$ cat config.mk
export PLATFORM = sky130hd
export DESIGN_NAME = seq_serializer
export DESIGN_NICKNAME = d
export VERILOG_FILES = /design/src/rtl/seq_pkg.sv /design/src/rtl/seq_fifo.sv /design/src/rtl/seq_serializer.sv
export SDC_FILE = /design/constraint.sdc
export NUM_CORES = 1
export LEC_CHECK = 0
export CAP_MARGIN = 20
export CORE_MARGIN = 3
export CORE_UTILIZATION = 60
export DETAILED_ROUTE_END_ITERATION = 12
export PLACE_DENSITY = 0.89
export RECOVER_POWER = 25
export SLEW_MARGIN = 0
export SYNTH_ARGS = -nofsm -noshare
export SYNTH_HDL_FRONTEND = slang
export SYNTH_SLANG_ARGS = --single-unit
export TNS_END_PERCENT = 1
$ cat constraint.sdc
create_clock -name clk -period 4.2 [get_ports clk]
set_input_delay 0.63 -clock clk [delete_from_list [all_inputs] [get_ports clk]]
set_output_delay 0.63 -clock clk [all_outputs]
set_load 0.02 [all_outputs]
$ cat src/rtl/seq_pkg.sv
// rtl/seq_pkg.sv - shared state type and default sizes for the serializer and detector benches
package seq_pkg;

    typedef enum logic {
        IDLE  = 1'b0,
        SHIFT = 1'b1
    } ser_state_t;

    localparam int DEF_WORD_W = 8;
    localparam int DEF_DEPTH  = 4;

endpackage

$ cat src/rtl/seq_fifo.sv
// rtl/seq_fifo.sv - synchronous word FIFO with registered pointers and level counter
module seq_fifo
    import seq_pkg::*;
#(
    parameter int WIDTH = DEF_WORD_W,
    parameter int DEPTH = DEF_DEPTH
) (
    input  logic                       clk,
    input  logic                       rst,
    input  logic                       push,
    input  logic [WIDTH-1:0]           push_data,
    input  logic                       pop,
    output logic [WIDTH-1:0]           pop_data,
    output logic [$clog2(DEPTH):0]     level,
    output logic                       full,
    output logic                       empty
);

    localparam int AW = $clog2(DEPTH);
    localparam int LW = AW + 1;

    logic [WIDTH-1:0] mem [DEPTH];
    logic [AW-1:0]    wr_ptr;
    logic [AW-1:0]    rd_ptr;
    logic             push_ok;
    logic             pop_ok;

    assign full     = (level == LW'(DEPTH));
    assign empty    = (level == '0);
    assign push_ok  = push && !full;
    assign pop_ok   = pop && !empty;
    assign pop_data = mem[rd_ptr];

    always_ff @(posedge clk) begin
        if (push_ok) begin
            mem[wr_ptr] <= push_data;
        end
    end

    // Pointers are AW bits wide, so they wrap modulo DEPTH on their own.
    always_ff @(posedge clk) begin
        if (rst) begin
            wr_ptr <= '0;
            rd_ptr <= '0;
            level  <= '0;
        end else begin
            if (push_ok) wr_ptr <= wr_ptr + 1'b1;
            if (pop_ok)  rd_ptr <= rd_ptr + 1'b1;
            case ({push_ok, pop_ok})
                2'b10:   level <= level + 1'b1;
                2'b01:   level <= level - 1'b1;
                default: level <= level;
            endcase
        end
    end

endmodule

$ cat src/rtl/seq_serializer.sv
// rtl/seq_serializer.sv - gapless word-to-bit serializer feeding the pattern detector
// Define SER_LSB_FIRST_EN to send bit 0 first; default is MSB first.
module seq_serializer
    import seq_pkg::*;
#(
    parameter int WORD_W = DEF_WORD_W,
    parameter int DEPTH  = DEF_DEPTH
) (
    input  logic                       clk,
    input  logic                       rst,
    input  logic [WORD_W-1:0]          in_data,
    input  logic                       in_valid,
    output logic                       in_ready,
    output logic                       ser_out,
    output logic                       ser_active,
    output logic                       word_start,
    output logic [$clog2(DEPTH):0]     fifo_level
);

    localparam int CW = $clog2(WORD_W);
    localparam logic [CW-1:0] CNT_LAST = CW'(WORD_W - 1);

    ser_state_t        state, state_n;
    logic [WORD_W-1:0] shreg, shreg_n;
    logic [CW-1:0]     bit_cnt, bit_cnt_n;
    logic              pop;
    logic              push;
    logic [WORD_W-1:0] head;
    logic              fifo_full;
    logic              fifo_empty;
    logic              bit_n;

    // Readiness comes only from the registered level, so a same-cycle pop never frees a slot.
    assign in_ready = !rst && !fifo_full;
    assign push     = in_valid && in_ready;

    seq_fifo #(
        .WIDTH (WORD_W),
        .DEPTH (DEPTH)
    ) u_fifo (
        .clk       (clk),
        .rst       (rst),
        .push      (push),
        .push_data (in_data),
        .pop       (pop),
        .pop_data  (head),
        .level     (fifo_level),
        .full      (fifo_full),
        .empty     (fifo_empty)
    );

    always_ff @(posedge clk) begin
        if (rst) begin
            state      <= IDLE;
            shreg      <= '0;
            bit_cnt    <= '0;
            ser_out    <= 1'b0;
            ser_active <= 1'b0;
            word_start <= 1'b0;
        end else begin
            state      <= state_n;
            shreg      <= shreg_n;
            bit_cnt    <= bit_cnt_n;
            ser_out    <= (state_n == SHIFT) ? bit_n : 1'b0;
            ser_active <= (state_n == SHIFT);
            word_start <= (state_n == SHIFT) && (bit_cnt_n == CNT_LAST);
        end
    end

    always_comb begin
        state_n   = state;
        shreg_n   = shreg;
        bit_cnt_n = bit_cnt;
        pop       = 1'b0;
        case (state)
            IDLE: begin
                if (!fifo_empty) begin
                    pop       = 1'b1;
                    shreg_n   = head;
                    bit_cnt_n = CNT_LAST;
                    state_n   = SHIFT;
                end
            end
            SHIFT: begin
                if (bit_cnt == '0) begin
                    // Reload on the last bit keeps consecutive words back-to-back.
                    if (!fifo_empty) begin
                        pop       = 1'b1;
                        shreg_n   = head;
                        bit_cnt_n = CNT_LAST;
                    end else begin
                        state_n   = IDLE;
                    end
                end else begin
`ifdef SER_LSB_FIRST_EN
                    shreg_n   = shreg >> 1;
`else
                    shreg_n   = shreg << 1;
`endif
                    bit_cnt_n = bit_cnt - 1'b1;
                end
            end
            default: state_n = IDLE;
        endcase
`ifdef SER_LSB_FIRST_EN
        bit_n = shreg_n[0];
`else
        bit_n = shreg_n[WORD_W-1];
`endif
    end

endmodule

==> results_slide.txt, run 1 <==
Synthesis and Place & Route Summary

Status
  – Status: completed

Synth
  – Post-Synth XOR/XNOR Area: 0.801%
  – Most instantiated cells after synthesis: 32 x edfxtp_1, 22 x dfxtp_1, 18 x a21oi_1
  – Synth flops: between 50 and 60
  – Compound Share, Synth: under 10%
  – FFs w/ async S/R, synth: 0%
  – YS chip area: between 2000 and 2500 um^2
  – Mapped Cells: 160
  – Ys cells: ~160
  – Ys Warns: 0
  – Dominant synthesized flop cell: edfxtp_1
  – Synth logic family: multiplexers
  – Syn nets: about 180
  – Mapped cell area: 2190 um^2
  – Syn Area/Cell: ~14 um^2

Final layout
  – Largest cell class: flip-flops and latches
  – Most instantiated logic cells after routing: 32 x edfxtp_1, 22 x dfxtp_1, 18 x a21oi_1, 11 x inv_1, 11 x clkdlybuf4s50_1
  – Buffers outside the clock class: 19
  – Comb area share: about 28%
  – Gate Area: slightly below 700 um^2
  – Largest regs: u_fifo.mem x32, shreg x7
  – Fin cells: 224
  – Layout cell share with drive strength beyond 1: between 10% and 20%
  – Area Overhead vs Synth: 12.4%
  – Top cell excl fill/tap: edfxtp_1
  – Total Nets Final: about 200

Power
  – Switch Pwr: between 0.4 and 0.5 mW
  – VDD IR-drop max: ~0.00029 V
  – Power Dens Cells: a little under 600 nW/um^2
  – Clock network power share: 18.7%
  – Clk power: about 0.27 mW
  – Leakage: approximately 0.85 nW
  – Seq pwr: around 0.72 mW
  – Pwr top: registers
  – Comb. pwr: roughly 0.45 mW

Final timing
  – Slew of the pin with the lowest slew margin: ~0.6 ns
  – Worst hold margin: between 0.4 and 0.5 ns
  – Min cycle time layout: about 2.8 ns
  – Worst setup margin: 1.40 ns
  – Slew headroom: roughly 60%
  – Unrepaired setup endpoints after global routing: false
  – Final Hold Fails: 0
  – Fin Clk Skew: roughly 0.0091 ns
  – Setup TNS: 0 ns

Critical path
  – Worst Reg-to-Reg Cells: 12
  – CP Capture Type: output pin
  – Setup CP Type: input pin to output pin
  – Crit Path Max Fanout: 17
  – Worst Path Buf+Inv: 2
  – Reg2Reg Launch Point: bit_cnt[0]
  – Critical Path Stages: 3
  – Top delay family on crit path: buffers and inverters
  – WP data arrival: ~2.2 ns
  – Crit path cell chain: clkdlybuf4s50_1 -> nor2_1 -> clkdlybuf4s50_1
  – Slowest stage delay, CP: between 0.7 and 0.8 ns
  – Worst Path Required: between 3 and 4 ns
  – Worst path most repeated cell: clkdlybuf4s50_1

GRT
  – M2 GR Usage: a little under a third
  – First-pass GRT wire length: around 5700 um
  – Gr usage total: around 18%

Worst hold path
  – Cells on Worst Hold Path: 2

Clock tree
  – Number of setup buffers added after CTS: 0
  – Root Buffer: clkbuf_4
  – Hold buffers post-CTS: 0
  – Clk_lat worst skew: about 0.36 ns
  – H-tree depth: 2
  – Clk slew on worst S/H paths: roughly 0.14 ns
  – Clk sinks: ~54

Placement
  – DP HPWL: roughly 2400 um

Route
  – Detailed router's first-iteration violation count: 101
  – DR WL/cell: between 15 and 20 um
  – Met3 wire len: between 150 and 200 um
  – Via count: 1,245

Die
  – Floorplan core density: 64.0%
  – Chip width: between 60 and 70 um
  – Row count: 21
  – Die area: 4400 um^2

Run
  – # Max-Cap Violations: 0
==> run_1/congestion_map.png <==
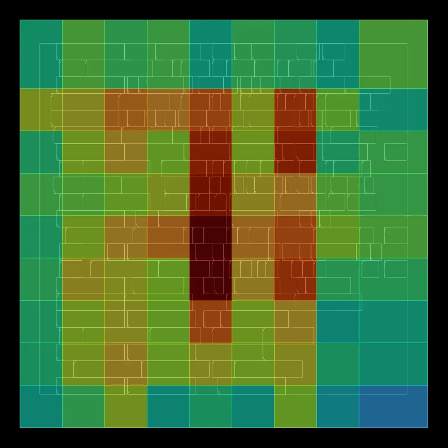
Finished Core Util: 71.9%
met3 GRT Util: 4.76%
GRT Max-Usage Layer: met2
M1 GR Usage: 21.6%

==> run_1/ff_map.png <==
(4 px per um)
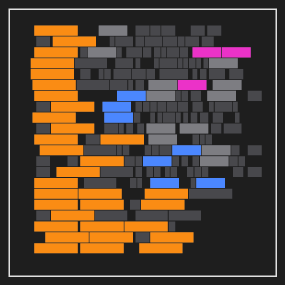
- shreg: blue (sequential cells 7; where middle)
- u_fifo.level: magenta (sequential cells 3)
- u_fifo.mem: orange (sequential cells 32)
- not coloured: 12

==> run_1/port_trees.png <==
(6 px per um)
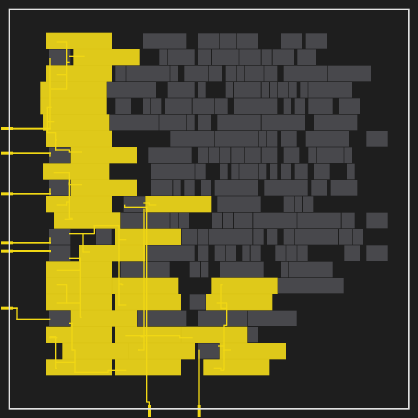
- in_data: yellow (bits 8; direction input; end cells 32; buffers 8; wire 293 um)
IO Pins: 18
PortBufs: 17

==> run 2: changes to the inputs <==
--- a/config.mk
+++ b/config.mk
@@ -7,9 +7,9 @@
 export LEC_CHECK = 0
 export CAP_MARGIN = 20
 export CORE_MARGIN = 3
-export CORE_UTILIZATION = 60
+export CORE_UTILIZATION = 51
 export DETAILED_ROUTE_END_ITERATION = 12
-export PLACE_DENSITY = 0.89
+export PLACE_DENSITY = 0.81
 export RECOVER_POWER = 25
 export SLEW_MARGIN = 0
 export SYNTH_ARGS = -nofsm -noshare
==> constraint.sdc (replaced) <==
create_clock -name clk -period 2.3 [get_ports clk]
set_input_delay 0.345 -clock clk [delete_from_list [all_inputs] [get_ports clk]]
set_output_delay 0.345 -clock clk [all_outputs]
set_load 0.02 [all_outputs]
==> run_2/port_trees.png <==
(4 px per um)
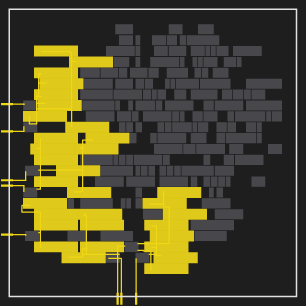
- in_data: yellow (bits 8; direction input; end cells 32; buffers 8; wire 252 um)

==> run_2/pinout.png <==
(4 px per um) Pins as bars across the die edge, other pins in grey.
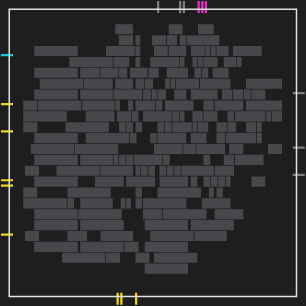
- fifo_level: magenta (pins 3; direction output; edge top)
- in_data: yellow (pins 8; direction input; edge 5 left, 3 bottom)
- clk: cyan (pins 1; direction input; edge left)

==> run 2 against run 1 <==
Net effect:
- synthesized area unchanged
- hold slack got worse by 0.015 ns
- combinational power increased by 120%
- routed wire length increased by 4.5%
- sequential share of layout area decreased by 3.1 points
- total power increased by 100%
- global-route usage decreased by 2.2 points
- non-clock buffer count increased by 5
- synthesized cell count unchanged
- critical path type is now flop to flop
- largest cell class unchanged
==> results_slide.txt, run 2 <==
Synthesis and Place & Route Summary

Status
  – Status: completed

Final timing
  – Slew of the pin with the lowest slew margin: 0.538 ns (-0.0604 ns)
  – Slew headroom: 64.1% (+4.1 points)
  – Final Hold Fails: 0 (unchanged)
  – Worst setup margin: 0.0720 ns (-1.33 ns)
  – Fin Clk Skew: 0.0157 ns (+0.00664 ns)
  – Min cycle time layout: about 2.2 ns
  – Setup TNS: 0 ns (unchanged)

Power
  – Power Dens Cells: 1130 nW/um^2 (+92%)
  – Leakage: 0.895 nW (+5.9%)
  – VDD IR-drop max: 0.000539 V (+85%)
  – Comb. pwr: 1.01 mW (+120%)
  – Clk power: 0.607 mW (+120%)
  – Switch Pwr: 0.924 mW (+100%)
  – Pwr top: registers

Critical path
  – Worst Reg-to-Reg Cells: 11 (-1)
  – Worst Path Required: 2.55 ns (-1.02 ns)
  – Critical Path Stages: 11 (+8)
  – Reg2Reg Launch Point: bit_cnt[1]
  – CP Capture Type: flop
  – Slowest stage delay, CP: 0.38 ns (-0.33 ns)
  – Crit Path Max Fanout: 2 (-15)
  – WP data arrival: 2.48 ns (+0.31 ns)

Clock tree
  – Clk sinks: 54 (unchanged)
  – Root Buffer: clkbuf_8
  – H-tree depth: 2 (unchanged)
  – Clk_lat worst skew: 0.31 ns (-0.05 ns)
  – Clk slew on worst S/H paths: 0.10 ns (-0.04 ns)
  – Hold buffers post-CTS: 0 (unchanged)

Die
  – Floorplan core density: 53.9% (-10 points)
  – Die area: 5110 um^2 (+16%)
  – Chip width: 71.5 um (+7.7%)
  – Row count: 23 (+9.5%)
  – IO Pins: 18 (unchanged)

Route
  – Met3 wire len: 133 um (-17%)
  – Via count: 1,271 (+2.1%)
  – DR WL/cell: 15.8 um (+0.47%)
  – Detailed router's first-iteration violation count: 74 (-27%)

Synth
  – Dominant synthesized flop cell: edfxtp_1
  – Mapped cell area: 2190 um^2 (unchanged)
  – Synth logic family: multiplexers
  – FFs w/ async S/R, synth: 0% (unchanged)
  – Syn Area/Cell: 13.7 um^2 (unchanged)
  – Mapped Cells: 160 (unchanged)
  – Ys Warns: 0 (unchanged)
  – Ys cells: 160 (unchanged)
  – Post-Synth XOR/XNOR Area: 0.801% (unchanged)
  – Synth flops: 54 (unchanged)
  – Compound Share, Synth: 8.13% (unchanged)

Final layout
  – Comb area share: 29.4% (+1.2 points)
  – Total Nets Final: 201 (+2.6%)
  – Most instantiated logic cells after routing: 32 x edfxtp_1, 19 x dfxtp_1, 17 x a21oi_1, 11 x clkdlybuf4s50_1
  – Area Overhead vs Synth: 19.2%
  – Layout cell share with drive strength beyond 1: 23.0% (+11 points)
  – Largest cell class: flip-flops and latches
  – Fin cells: 233 (+4.0%)
  – Largest regs: u_fifo.mem x32, shreg x7
  – Top cell excl fill/tap: edfxtp_1

Placement
  – PortBufs: 17 (unchanged)
  – DP HPWL: 2560 um (+5.6%)

GRT
  – Gr usage total: 15.9% (-2.2 points)
  – M2 GR Usage: 28.8% (-2.2 points)
  – First-pass GRT wire length: 6180 um (+7.7%)
  – Met3 GRT Util: 4.07% (-0.69 points)

Worst hold path
  – Cells on Worst Hold Path: 2 (unchanged)
==> run_2/ff_map.png <==
(4 px per um)
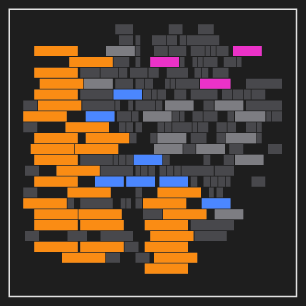
- u_fifo.level: magenta (sequential cells 3)
- shreg: blue (sequential cells 7)
- u_fifo.mem: orange (sequential cells 32)
- not coloured: 12
flop share of the area: 53.9%
Finished Core Util: 64.2%
seq pwr: 1.33 mW
FF/Latch Area: 1410 um^2

Power and IR drop assume default switching activity.
